`src/rtl/window_generator_pkg.sv`:
```
// Shared helpers for the sliding-window generator: constant clog2 used to
// size the column/row counters and the row-buffer pointers.
package window_generator_pkg;

  // Default geometry for the convolution front end.
  localparam int DEF_BIT_WIDTH   = 16;
  localparam int DEF_IMG_WIDTH   = 8;
  localparam int DEF_IMG_HEIGHT  = 8;
  localparam int DEF_KERNEL_SIZE = 3;

  // Ceiling log2, evaluated at elaboration time.
  function automatic int clog2(input int value);
    int result;
    int remain;
    result = 0;
    remain = value - 1;
    while (remain > 0) begin
      result = result + 1;
      remain = remain >> 1;
    end
    return result;
  endfunction

  // Counter width that never collapses to zero bits.
  function automatic int cnt_width(input int value);
    int w;
    w = clog2(value);
    return (w < 1) ? 1 : w;
  endfunction

endpackage

```
`src/rtl/window_generator_row_buffer.sv`:
```
// Fixed-length line delay: every enable pulse writes one pixel and presents
// the pixel written BUF_DEPTH enables earlier. Storage is a plain array with
// a registered read so it maps onto block RAM.
module window_generator_row_buffer
  import window_generator_pkg::*;
#(
  parameter int BIT_WIDTH = DEF_BIT_WIDTH,
  parameter int BUF_DEPTH = DEF_IMG_WIDTH
) (
  input  logic                 clk,
  input  logic                 rst,
  input  logic                 enable,
  input  logic [BIT_WIDTH-1:0] write_data,
  output logic [BIT_WIDTH-1:0] read_data
);

  localparam int PTR_W = cnt_width(BUF_DEPTH);
  localparam logic [PTR_W-1:0] LAST_PTR = PTR_W'(BUF_DEPTH - 1);

  logic [BIT_WIDTH-1:0] mem [BUF_DEPTH];
  logic [PTR_W-1:0]     wr_ptr_reg;
  logic [PTR_W-1:0]     ptr_next;
  logic [BIT_WIDTH-1:0] read_data_reg;

  // The slot after the write pointer holds the oldest pixel; it is also
  // where the next write goes, so one address serves both purposes.
  assign ptr_next = (wr_ptr_reg == LAST_PTR) ? '0 : wr_ptr_reg + 1'b1;

  // Line storage write port; contents are never reset.
  always_ff @(posedge clk) begin
    if (enable) begin
      mem[wr_ptr_reg] <= write_data;
    end
  end

  // Pointer advance and registered read of the oldest pixel. Reading the
  // slot ahead of the write keeps the read/write addresses distinct.
  always_ff @(posedge clk or posedge rst) begin
    if (rst) begin
      wr_ptr_reg    <= '0;
      read_data_reg <= '0;
    end else if (enable) begin
      wr_ptr_reg    <= ptr_next;
      read_data_reg <= mem[ptr_next];
    end
  end

  assign read_data = read_data_reg;

endmodule

```
`src/rtl/window_generator.sv`:
```
// Raster pixel stream -> KERNEL_SIZE x KERNEL_SIZE sliding windows (stride 1,
// no padding). K-1 chained line delays feed the upper window rows; the window
// register doubles as the single output stage toward the PE array.
module window_generator
  import window_generator_pkg::*;
#(
  parameter int BIT_WIDTH   = DEF_BIT_WIDTH,
  parameter int IMG_WIDTH   = DEF_IMG_WIDTH,
  parameter int IMG_HEIGHT  = DEF_IMG_HEIGHT,
  parameter int KERNEL_SIZE = DEF_KERNEL_SIZE
) (
  input  logic                                        clk,
  input  logic                                        rst_n,
  input  logic                                        clear,
  input  logic                                        in_valid,
  output logic                                        in_ready,
  input  logic [BIT_WIDTH-1:0]                        in_data,
  output logic                                        win_valid,
  input  logic                                        win_ready,
  output logic [KERNEL_SIZE*KERNEL_SIZE*BIT_WIDTH-1:0] win_data,
  output logic                                        win_last
);

  localparam int K        = KERNEL_SIZE;
  localparam int WIN_TAPS = K * K;
  localparam int WIN_BITS = WIN_TAPS * BIT_WIDTH;
  localparam int COL_W    = cnt_width(IMG_WIDTH);
  localparam int ROW_W    = cnt_width(IMG_HEIGHT);

  localparam logic [COL_W-1:0] COL_LAST  = COL_W'(IMG_WIDTH - 1);
  localparam logic [ROW_W-1:0] ROW_LAST  = ROW_W'(IMG_HEIGHT - 1);
  localparam logic [COL_W-1:0] COL_FIRST = COL_W'(K - 1);
  localparam logic [ROW_W-1:0] ROW_FIRST = ROW_W'(K - 1);

  logic                 accept;
  logic                 take;
  logic                 col_wrap;
  logic                 row_wrap;
  logic                 win_valid_next;
  logic                 win_last_next;
  logic [COL_W-1:0]     col_cnt_reg;
  logic [ROW_W-1:0]     row_cnt_reg;
  logic                 win_valid_reg;
  logic                 win_last_reg;
  logic [BIT_WIDTH-1:0] win_reg [K][K];
  logic [BIT_WIDTH-1:0] rb_rd   [K-1];
  logic [BIT_WIDTH-1:0] rb_wr   [K-1];
  logic [WIN_BITS-1:0]  win_flat;

  // The output stage can take a new window when it is empty or draining.
  assign in_ready = !win_valid_reg || win_ready;
  assign accept   = in_valid && in_ready;
  // A clear cycle discards the presented pixel and leaves storage alone.
  assign take     = accept && !clear;

  assign col_wrap = (col_cnt_reg == COL_LAST);
  assign row_wrap = (row_cnt_reg == ROW_LAST);

  // Window status for the pixel being accepted, from pre-increment counts;
  // the column test also hides windows straddling the previous row.
  assign win_valid_next = (row_cnt_reg >= ROW_FIRST) && (col_cnt_reg >= COL_FIRST);
  assign win_last_next  = row_wrap && col_wrap;

  // Line delay chain: rb 0 sees the raw stream, each later buffer sees the
  // output of the one before, so buffer i lags by i+1 rows.
  generate
    for (genvar gi = 0; gi < K - 1; gi++) begin : g_rb
      logic [BIT_WIDTH-1:0] rd_data;

      if (gi == 0) begin : g_head
        assign rb_wr[gi] = in_data;
      end else begin : g_tail
        assign rb_wr[gi] = rb_rd[gi-1];
      end

      window_generator_row_buffer #(
        .BIT_WIDTH (BIT_WIDTH),
        .BUF_DEPTH (IMG_WIDTH)
      ) u_row_buffer (
        .clk        (clk),
        .rst        (~rst_n),
        .enable     (take),
        .write_data (rb_wr[gi]),
        .read_data  (rd_data)
      );

      assign rb_rd[gi] = rd_data;
    end
  endgenerate

  // Window register: shift every row left and load the new right column,
  // newest pixel at the bottom, oldest line-delay output at the top.
  always_ff @(posedge clk or negedge rst_n) begin
    if (!rst_n) begin
      for (int r = 0; r < K; r++) begin
        for (int c = 0; c < K; c++) begin
          win_reg[r][c] <= '0;
        end
      end
    end else if (take) begin
      for (int r = 0; r < K; r++) begin
        for (int c = 0; c < K - 1; c++) begin
          win_reg[r][c] <= win_reg[r][c+1];
        end
      end
      win_reg[K-1][K-1] <= in_data;
      for (int i = 0; i < K - 1; i++) begin
        win_reg[K-2-i][K-1] <= rb_rd[i];
      end
    end
  end

  // Raster position counters and output valid/last flags.
  always_ff @(posedge clk or negedge rst_n) begin
    if (!rst_n) begin
      col_cnt_reg   <= '0;
      row_cnt_reg   <= '0;
      win_valid_reg <= 1'b0;
      win_last_reg  <= 1'b0;
    end else if (clear) begin
      col_cnt_reg   <= '0;
      row_cnt_reg   <= '0;
      win_valid_reg <= 1'b0;
      win_last_reg  <= 1'b0;
    end else if (accept) begin
      col_cnt_reg   <= col_wrap ? '0 : col_cnt_reg + 1'b1;
      if (col_wrap) begin
        row_cnt_reg <= row_wrap ? '0 : row_cnt_reg + 1'b1;
      end
      win_valid_reg <= win_valid_next;
      win_last_reg  <= win_last_next;
    end else if (win_ready) begin
      win_valid_reg <= 1'b0;
      win_last_reg  <= 1'b0;
    end
  end

  // Flatten taps: (r,c) lands at [(r*K+c)*BIT_WIDTH +: BIT_WIDTH].
  generate
    for (genvar gi = 0; gi < K; gi++) begin : g_row
      for (genvar gj = 0; gj < K; gj++) begin : g_col
        assign win_flat[(gi*K+gj)*BIT_WIDTH +: BIT_WIDTH] = win_reg[gi][gj];
      end
    end
  endgenerate

  assign win_data  = win_flat;
  assign win_valid = win_valid_reg;
  assign win_last  = win_last_reg;

endmodule
```
`config.mk`:
```
export PLATFORM = sky130hd
export DESIGN_NAME = window_generator
export DESIGN_NICKNAME = d
export VERILOG_FILES = /design/src/rtl/window_generator_pkg.sv /design/src/rtl/window_generator_row_buffer.sv /design/src/rtl/window_generator.sv
export SDC_FILE = /design/constraint.sdc
export NUM_CORES = 1
export LEC_CHECK = 0
export CELL_PAD_IN_SITES_DETAIL_PLACEMENT = 0
export CELL_PAD_IN_SITES_GLOBAL_PLACEMENT = 1
export CORE_MARGIN = 10
export CORE_UTILIZATION = 45
export CTS_BUF_LIST = sky130_fd_sc_hd__clkbuf_8 sky130_fd_sc_hd__clkbuf_16
export CTS_CLUSTER_SIZE = 40
export DETAILED_ROUTE_END_ITERATION = 6
export GPL_ROUTABILITY_DRIVEN = 0
export PLACE_DENSITY = 0.76
export REMOVE_ABC_BUFFERS = 1
export SYNTH_ARGS = -nofsm -noshare
export SYNTH_HDL_FRONTEND = slang
export SYNTH_HIERARCHICAL = 1
export SYNTH_SLANG_ARGS = --single-unit
```
`constraint.sdc`:
```
create_clock -name clk -period 3.2 [get_ports clk]
set_clock_uncertainty 0.05 [all_clocks]
set_input_delay 0.8 -clock clk [delete_from_list [all_inputs] [get_ports clk]]
set_output_delay 0.8 -clock clk [all_outputs]
set_load 0.01 [all_outputs]
```
M1 wires:
Scale: 2 px per um. Supply wires on this layer in grey. Cells faint in the background.
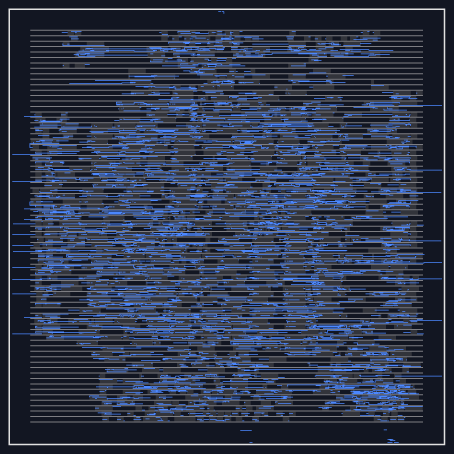
longest straight run	47.4 um
wire length on this layer	14700 um
main direction	horizontal
nets with wire on the layer	1073

Signal wires on met2:
Scale: 2 px per um.
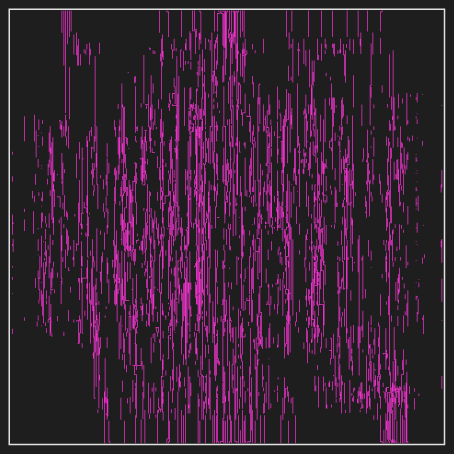
longest straight run	76.2 um
share of all routed wire	49%
wire length on this layer	17100 um
nets with wire on the layer	1034
main direction	vertical

M3 wires:
Scale: 3 px per um. Cells faint in the background.
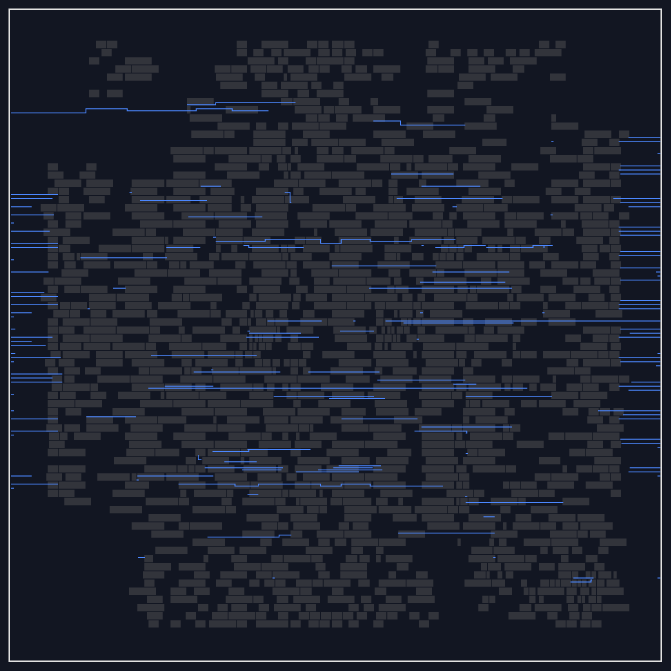
longest straight run	126 um
main direction	horizontal
nets with wire on the layer	109
share of all routed wire	6.9%
wire length on this layer	2380 um

==> ci_impl_report.md <==
### Flow metrics

| Metric | Value |
|---|---|
| Result of the run | `completed` |
| Syn avg cell area | `19.66 um2` |
| Core Area | `38470 um2` |
| Non-Clock Buffer Count | `240` |
| Int Pwr | `14.22 mW` |
| Dominant power group | `sequential cells` |
| Ys async rst share | `42.60%` |
| Final hold vios | `0` |
| CP Buf/Inv Count | `3` |
| RSZ-0062 raised after global routing | `false` |
| Final setup fails | `0` |
| I/O pin cnt | `168` |
| Top class by area | `flip-flops and latches` |
| WL per Instance | `20.58 um` |
| Via Count | `8701` |
| Startpoint types | `primary input` |
| Worst Reg2Reg Path Length in Cells | `6` |
| CP Capture Type | `primary output` |
| Flops & latches, synth | `446` |
| Final Instance Count excl. Fillers | `1687` |
| Reg clk slew, reported paths | `0.06 ns` |
| Peak VDD IR | `0.4636 mV` |
| Met3 WL | `2377 um` |
| Area delta synth->final | `23.17%` |
| GR Util met2 | `24.32%` |
| Largest net degree at the start of global routing | `86` |
| Netlist cell types | `39` |
| Final Cell Area | `21480 um2` |
| Inverters | `11` |
| Seq share, synth | `71.34%` |
| Placed cells | `1602` |
| CTS tree | `built` |
| Slowest-stage cell, CP | `clkdlybuf4s50_1` |
| Comb_multi_in | `387` |
| Synth Warn # | `6` |
| Clock share of power | `26.4%` |
| Residual DRC | `0` |
| Critical path type | `in2out` |
| Worst setup path endpoint | `in_ready` |
| Critical Path Fanout Max | `7` |
| Combinational share of power | `30.3%` |
| Worst Path Required | `2.35 ns` |
| Minimum clock period | `2.967 ns` |
| Hold_buf cts | `0` |
| CP max stage delay | `0.51 ns` |
| Root Driver | `clkbuf_16` |
| Critical path's most frequent cell | `clkdlybuf4s50_1` |
| Power Sequential | `8.61 mW` |
| Most numerous logic cell after layout | `edfxtp_1` |
| Post-CTS Setup Bufs | `0` |
| Fillers | `3018` |
| Sequential share of power | `43.3%` |
| Post-DR vias/cell | `5.158` |
| Clock network power | `5.24 mW` |
| Number of enable flip-flop cells | `256` |
| Initial antenna violation count | `0` |
| R2r setup slk | `0.72 ns` |
| Setup TNS Final | `0 ns` |
| Tcrit/Tclk final | `92.71%` |
| Slew HR | `42.08%` |
| YS chip area | `17440 um2` |
| Sw frac | `28.46%` |
| Reg2reg start | `g_rb[1].u_row_buffer/wr_ptr_reg[0]$_DFFE_PP0P_` |
| Least-Margin Pin Slew | `0.8688 ns` |
| Highest Clock Rate | `0.3371 GHz` |
| Crit path max-delay family | `buffers and inverters` |
| Logic area | `4503 um2` |
| Num tapcells | `518` |
| Top Layer Used | `met4` |
Metal 4:
Scale: 1.5 px per um. Supply wires on this layer in grey. Cells faint in the background.
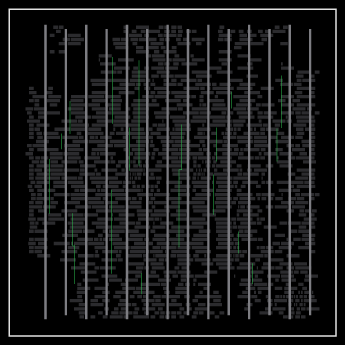
wire length on this layer	556 um
main direction	vertical
nets with wire on the layer	7
longest straight run	70.0 um
share of all routed wire	1.6%

Track usage over the die:
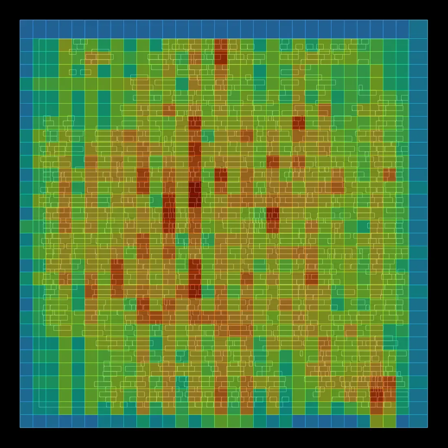
Layout Utilization: 55.84%
GRT Overall Usage: 14.78%
met1 GRT Util: 19.26%

## metrics by stage
| stage | power (mW) | setup slack (ns) |
|---|---|---|
| after floorplan | 11.93 | -1.202 |
| after global placement | 14.72 | 0.2034 |
| after detailed placement | 14.87 | 0.1944 |
| after CTS | 20.18 | 0.2510 |
| after global routing | 20.90 | 0.1513 |
| final | 19.87 | 0.2334 |
## logic make-up after synthesis
family	count (synthesis)	share of synthesized area, %
AND-OR/OR-AND	76	3.494
buffers and inverters	54	3.013
AND/OR/NAND/NOR	55	1.672
adder cells (fa/ha/maj)	10	0.7174
multiplexers	246	19.76
flip-flops	446	71.34
## how the worst min path moves through the flow
stage | to | slack (ns) | startpoint
floorplan | g_rb[1].u_row_buffer/read_data[15]$_DFFE_PP0P_ | 0.43 | g_rb[1].u_row_buffer/read_data[15]$_DFFE_PP0P_
global placement | win_data[13]$_DFFE_PN0P_ | 0.44 | win_data[13]$_DFFE_PN0P_
detailed placement | win_data[4]$_DFFE_PN0P_ | 0.44 | win_data[4]$_DFFE_PN0P_
CTS | win_data[45]$_DFFE_PN0P_ | 0.23 | rst_n
global route | win_data[37]$_DFFE_PN0P_ | 0.24 | rst_n
finish | win_data[21]$_DFFE_PN0P_ | 0.21 | rst_n
## synth_stat cells (3+ instances only)
library cell and instances:
o32ai_1 7, mux4_2 26, a21oi_1 4, nand2_1 6, buf_12 13, mux4_1 6, o22ai_1 26, mux2i_1 65
mux2_4 100, buf_6 12, nor2b_1 3, nand3_1 3, a221o_1 32, clkbuf_1 5, inv_1 7, ha_1 10
buf_2 13, mux2_1 18, nand2b_1 10, edfxtp_1 256, nor2_1 13, o21ai_0 3, nor3_1 7, dfrtp_1 190
mux2_2 31
Power is estimated from default activity; no workload was simulated.
